==> config.mk <==
export PLATFORM = sky130hd
export DESIGN_NAME = sw_ctrl_fsm
export DESIGN_NICKNAME = d
export VERILOG_FILES = /design/src/rtl/sw_ctrl_fsm.sv
export SDC_FILE = /design/constraint.sdc
export NUM_CORES = 1
export LEC_CHECK = 0
export CELL_PAD_IN_SITES_DETAIL_PLACEMENT = 1
export CELL_PAD_IN_SITES_GLOBAL_PLACEMENT = 2
export CORE_ASPECT_RATIO = 0.6
export CORE_MARGIN = 3
export CORE_UTILIZATION = 38
export CTS_CLUSTER_DIAMETER = 80
export CTS_CLUSTER_SIZE = 10
export DETAILED_ROUTE_END_ITERATION = 7
export PLACE_DENSITY = 0.79
export SETUP_SLACK_MARGIN = 0.5
export SKIP_CTS_REPAIR_TIMING = 1
export SYNTH_ARGS = -nofsm -noshare
export SYNTH_HDL_FRONTEND = slang
export SYNTH_SLANG_ARGS = --single-unit
==> constraint.sdc <==
create_clock -name clk -period 2.04 [get_ports clk]
set_input_delay 0.408 -clock clk [delete_from_list [all_inputs] [get_ports clk]]
set_output_delay 0.408 -clock clk [all_outputs]
set_load 0.005 [all_outputs]
Fig. 1: run 1, signal wires by layer
Drawn at 8 px/um. Only two layers are drawn.
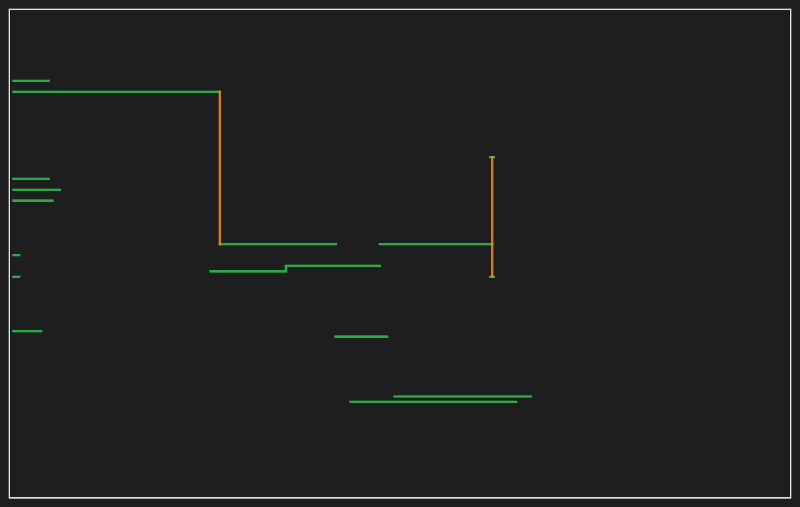
- M3: green (wire length 145 um)
- M4: orange (wire length 34.0 um)
All-Layer GR Usage: 14.92%
wire per inst: 15.76 um

Fig. 2: run 1, the metal 2 layer
Drawn at 4 px/um. Cells faint in the background.
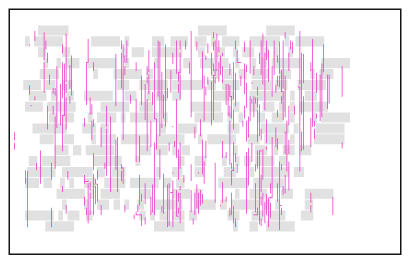
- main direction: vertical
- longest straight run: 23.8 um
- wire length on this layer: 1,680 um
via count: 1,399
met2 GRT Util: 21.91%
final WL: 4.286 mm

Fig. 3: run 1, wires at chosen ports, followed through buffers
Drawn at 4 px/um.
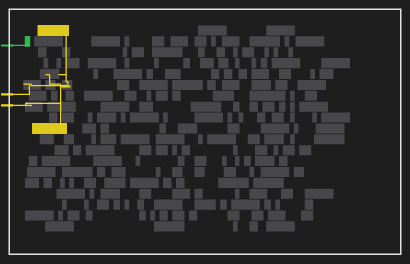
- `en`: yellow (bits 2; direction output; edge left; end cells 2; buffers 2; wire 66.5 um)
- `lap_active`: green (bits 1; direction output; edge left; end cells 1; buffers 0; wire 4.50 um)
port bufs: 6
# IOs: 8

==> impl_metrics.env, run 1 <==
# source this file to load flow results
export IMPL_rsz0062_at_grt="no"
export IMPL_path_buffers=1
export IMPL_routed_wl_met3_um=144
export IMPL_rows=19
export IMPL_inverters=3
export IMPL_ys_sh_mux_pct=1.574
export IMPL_peakVddDrop_mv=0.3207
export IMPL_biggestCellCategory="combinational gates"
export IMPL_antenna_found_initial=0
export IMPL_switching_share_pct=20.41
export IMPL_synth_cells=197
export IMPL_cpPeakStageDelay_ns=0.35
export IMPL_gp_congestion=0.7662
export IMPL_drc_errors=0
export IMPL_p_clk_mw=0.525
export IMPL_dpl_cell_area_mm2=0.002011
export IMPL_top_layer="met4"
export IMPL_tritoncts="built"
export IMPL_core_mm2=0.004707
export IMPL_p_int_mw=1.095
export IMPL_cts_sinks=42
export IMPL_antenna_left=0
export IMPL_cp_max_fo=8
export IMPL_hold_path_depth=1
export IMPL_status="finished clean"
export IMPL_worst_ep_required_time_ns=2.22
export IMPL_use_met1_pct=21.58
export IMPL_busiest_layer="met2"
export IMPL_fp_dieH_um=60.89
export IMPL_p_leak_nw=0.7584
export IMPL_dieWidth_um=97.48
export IMPL_p_clk_share_pct=38.1
export IMPL_clock_latency_ns=0.29
export IMPL_grt_pass1_wl_mm=6.879
export IMPL_hold_violations=0
export IMPL_ctsHtreeMaxLevel=2
export IMPL_antennaDiodeCount=0
export IMPL_drive_gt1_share_pct=21.05
export IMPL_cpLargestDelayFamily="simple AND/OR/NAND/NOR gates"
export IMPL_fin_nets=216
export IMPL_n_clock_buffer=6
export IMPL_largest_reg_flops=32
export IMPL_n_fill_cell=535
export IMPL_logic_gates=148
export IMPL_use_met3_pct=3.789
export IMPL_met1_length_mm=2.427
export IMPL_setup_viol=0
export IMPL_p_seq_mw=0.826
export IMPL_fin_crit_ns=1.473
export IMPL_maxSlewViolCount=0
export IMPL_synth_edff_count=0
export IMPL_top_logic_kind="simple AND/OR/NAND/NOR gates"
export IMPL_grt_pass1_vias=1374
export IMPL_numCtsBuffers=5
export IMPL_maxCapViolations=0
export IMPL_ys_flops=42
export IMPL_buffer_area_share_pct=4.447
export IMPL_final_common_cell="nor2_1"
export IMPL_cp_slowest_cell="dfxtp_1"
export IMPL_p_per_area_mw_per_mm2=626.8
export IMPL_seqCellArea_um2=850.8
export IMPL_dp_hpwl_mm=2.950
export IMPL_start_kind="flip-flop"
export IMPL_yosys_stat_area_mm2=0.001908
export IMPL_ys_cells=197
export IMPL_adder_share_pct=1.311
export IMPL_share_comb_of_total_power_pct=1.8
export IMPL_nFlopsAndLatches=42
export IMPL_seqPwrFrac_pct=60.0
export IMPL_netlist_area_mm2=0.001908
export IMPL_worstPathCellList="ha_2 -> nor4b_2 -> nand4_1 -> buf_4 -> nand2_4 -> nor2_1"
export IMPL_wl_met2_mm=1.680
export IMPL_ff_type="dfxtp_1"
export IMPL_p_comb_mw=0.0251
export IMPL_fmax_mhz=678.8
export IMPL_grt_ovfl_total=0
export IMPL_total_power_mw=1.376
export IMPL_fp_util_pct=40.54
export IMPL_crit_type="flip-flop to flip-flop"
export IMPL_dp_cells=261
export IMPL_clkCellAreaFrac_pct=3.763
[run 1: logic make-up after synthesis]
| kind of cell | Yosys count |
|---|---|
| compound gates | 2 |
| xor+xnor | 30 |
| fa+ha+maj | 2 |
| buf+inv | 9 |
| flops | 42 |
| mux | 3 |
| other cells | 1 |
| simple gates | 108 |
[run 1: cells in the mapped netlist (3+ instances only)]
library cell	instances	share of area (%)
dfxtp_1	42	44
nor2_1	37	7.3
xnor2_1	24	11
nand2_1	9	1.8
nand3_1	8	2.1
nor2b_1	8	2.6
nor3_1	8	2.1
nand4_1	6	2.0
nor4_2	6	3.9
xor2_1	6	2.8
nor2_2	4	1.3
nor4_1	4	1.3
inv_1	3	0.59
mux2i_1	3	1.6
nand4_4	3	3.3
==> run 2: changes to the inputs <==
==> constraint.sdc (replaced) <==
create_clock -name clk -period 1.38 [get_ports clk]
set_input_delay 0.276 -clock clk [delete_from_list [all_inputs] [get_ports clk]]
set_output_delay 0.276 -clock clk [all_outputs]
set_load 0.005 [all_outputs]
==> impl_metrics.env, run 2 <==
# source this file to load flow results
export IMPL_antenna_found_initial=0
export IMPL_simple_gate_share_pct=35.54
export IMPL_violations="negative setup slack"
export IMPL_worstSetupPathDepth=5
export IMPL_antenna_left=0
export IMPL_final_cell_mix="buf_4, nor2_1, dfxtp_1"
export IMPL_synth_edff_count=0
export IMPL_dp_hpwl_mm=3.663
export IMPL_routed_wl_met3_um=228
export IMPL_fp_util_pct=40.54
export IMPL_top_area_share_pct=44.07
export IMPL_cp_max_fo=3
export IMPL_viasPerCell=5.095
export IMPL_worst_ep_required_time_ns=1.58
export IMPL_ys_types=33
export IMPL_grt_pass1_wl_mm=8.169
export IMPL_top_layer="met3"
export IMPL_dp_cells=296
export IMPL_drive_gt1_share_pct=47.22
export IMPL_fmax_mhz=665.6
export IMPL_clk_pin_slew_ns=0.09
export IMPL_use_met1_pct=23.06
export IMPL_start_kind="flip-flop"
export IMPL_netlist_area_mm2=0.001908
export IMPL_pre_cts_ws_ns=-0.2097
export IMPL_cpPeakStageDelay_ns=0.39
export IMPL_syn_area_per_cell_um2=9.686
export IMPL_rows=19
export IMPL_top_cell="dfxtp_1"
export IMPL_root_buffer="clkbuf_8"
export IMPL_adder_share_pct=1.311
export IMPL_hold_path_depth=1
export IMPL_setup_viol=17
export IMPL_dieWidth_um=97.48
export IMPL_wl_per_cell_um=17.39
export IMPL_gp_congestion=0.7771
export IMPL_cts_sinks=42
export IMPL_antennaDiodeCount=0
export IMPL_busiest_layer="met2"
export IMPL_worstPathArrival_ns=1.70
export IMPL_p_per_area_mw_per_mm2=838.9
export IMPL_use_met3_pct=4.363
export IMPL_met1_length_mm=2.505
export IMPL_ys_sh_aoi_pct=0.6557
export IMPL_chipArea_mm2=0.005936
export IMPL_async_flop_share_pct=0
export IMPL_grt_max_degree=16
export IMPL_synthToLayoutAreaGrowth_pct=43.87
export IMPL_ys_sh_xor_pct=13.77
export IMPL_r2r_cells=5
export IMPL_clockBufferDepth=2
export IMPL_crit_type="flip-flop to flip-flop"
export IMPL_fin_crit_ns=1.502
export IMPL_final_common_cell="buf_4"
export IMPL_endpoint_kind="flip-flop"
export IMPL_wl_met2_mm=2.743
export IMPL_core_mm2=0.004707
export IMPL_tool_warnings=28
export IMPL_numCtsBuffers=5
export IMPL_finalInstanceArea_mm2=0.002745
export IMPL_grt_pass1_vias=1639
export IMPL_fp_dieH_um=60.89
export IMPL_ys_sh_mux_pct=1.574
export IMPL_rrSetupSlack_ns=-0.12
export IMPL_grt_use_met2_pct=30.67
export IMPL_hold_violations=0
export IMPL_n_fill_cell=515
export IMPL_synth_nets=203
export IMPL_maxCapViolations=0
export IMPL_area_leaders="dfxtp_1, xnor2_1, nor2_1"
export IMPL_ys_flops=42
export IMPL_timing_final_ws_setup_ns=-0.1224
export IMPL_dpl_cell_area_mm2=0.002342
export IMPL_hp_class="flip-flop to flip-flop"
export IMPL_port_buffer_count=6
export IMPL_fin_nets=257
export IMPL_utilization_pct=58.32
export IMPL_drt_pass1_iter_count=4
export IMPL_tritoncts="built"
export IMPL_holdWs_ns=0.4562
export IMPL_worstPathCellList="nor4_1 -> nand4_1 -> buf_4 -> mux2i_1 -> nor2_1"
export IMPL_ff_type="dfxtp_1"
export IMPL_setup_tns_ns=-1.146
export IMPL_cpLargestDelayFamily="simple AND/OR/NAND/NOR gates"
export IMPL_top_logic_kind="simple AND/OR/NAND/NOR gates"
export IMPL_drc_errors=0
export IMPL_yosysWarnings=0
export IMPL_maxSlewViolCount=0
export IMPL_yosys_stat_area_mm2=0.001908
export IMPL_p_leak_nw=1.063
export IMPL_ys_cells=197
export IMPL_clock_skew_ns=0.009017
export IMPL_grt_ovfl_total=0
export IMPL_status="finished with violations"
export IMPL_path_buffers=1
export IMPL_io_pins=8
export IMPL_fin_cells=315
export IMPL_drt_initial_drc_count=39
export IMPL_synth_top_cell_by_area="dfxtp_1"
export IMPL_period_used_pct=108.9
export IMPL_ctsHtreeMaxLevel=2
export IMPL_top_cells_by_count="dfxtp_1, nor2_1, xnor2_1"
export IMPL_peakVddDrop_mv=0.5461
export IMPL_total_power_mw=2.303
export IMPL_ys_seq_share_pct=44.07
export IMPL_largest_reg_flops=32
export IMPL_synth_cells=197
export IMPL_cp_slowest_cell="nor4_1"
export IMPL_clock_latency_ns=0.30
export IMPL_rsz0062_at_grt="yes"
## run 2: cell counts after synthesis
No cell type changed its count.
## run 2: power by group
part,internal (mW),switching [mW]
logic,0.0276,0.0245
clock network,0.552,0.487
registers,1.21,0.00402
## run 2: cell type report
class,count,area (um2),area share (%)
multi-input combinational,146,1211,44.12
inverter,3,11.26,0.4102
clock buffer,5,68.82,2.507
sequential,42,874.6,31.86
tap,63,78.83,2.871
timing repair buffer,53,451.7,16.45
clock inverter,3,48.80,1.778
## run 2: kinds of logic (layout without fill, tap and decap cells)
family	after synthesis	count (layout)
simple gates	108	108
flops	42	42
xor+xnor	30	30
buf+inv	9	64
mux	3	3
fa+ha+maj	2	2
compound gates	2	2
other cells	1	1
Fig. 4: run 2, close-up of the layout
Window x 63 to 83, y 36 to 56 um. Cells in gray, sequential cells in the stronger gray; small squares are vias.
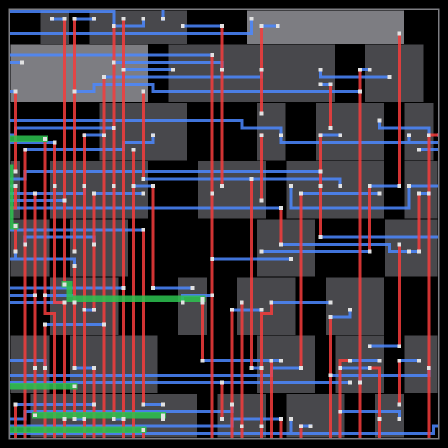
- M2: red
- M1: blue
- M3: green
- cells with their middle in the window: 29
- most frequent: buf_4 (8), nor4_2 (3), xnor2_1 (3)
- sequential cells in the window: 2

Fig. 5: run 2, signal wires by layer
Drawn at 8 px/um. Only two layers are drawn.
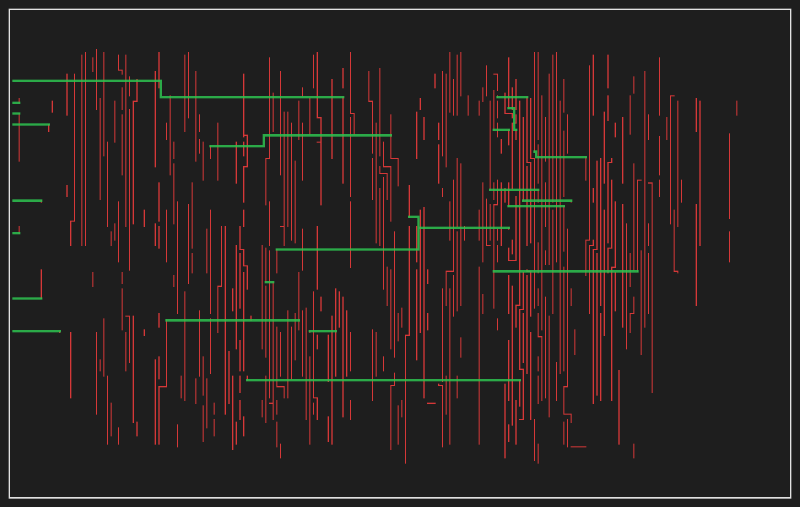
- M2: red (wire length 2,740 um)
- M3: green (wire length 228 um)
via count: 1,605
final WL: 5.477 mm
All-Layer GR Usage: 17.79%

Power figures rest on the tool's default switching activity, not on a simulated workload.
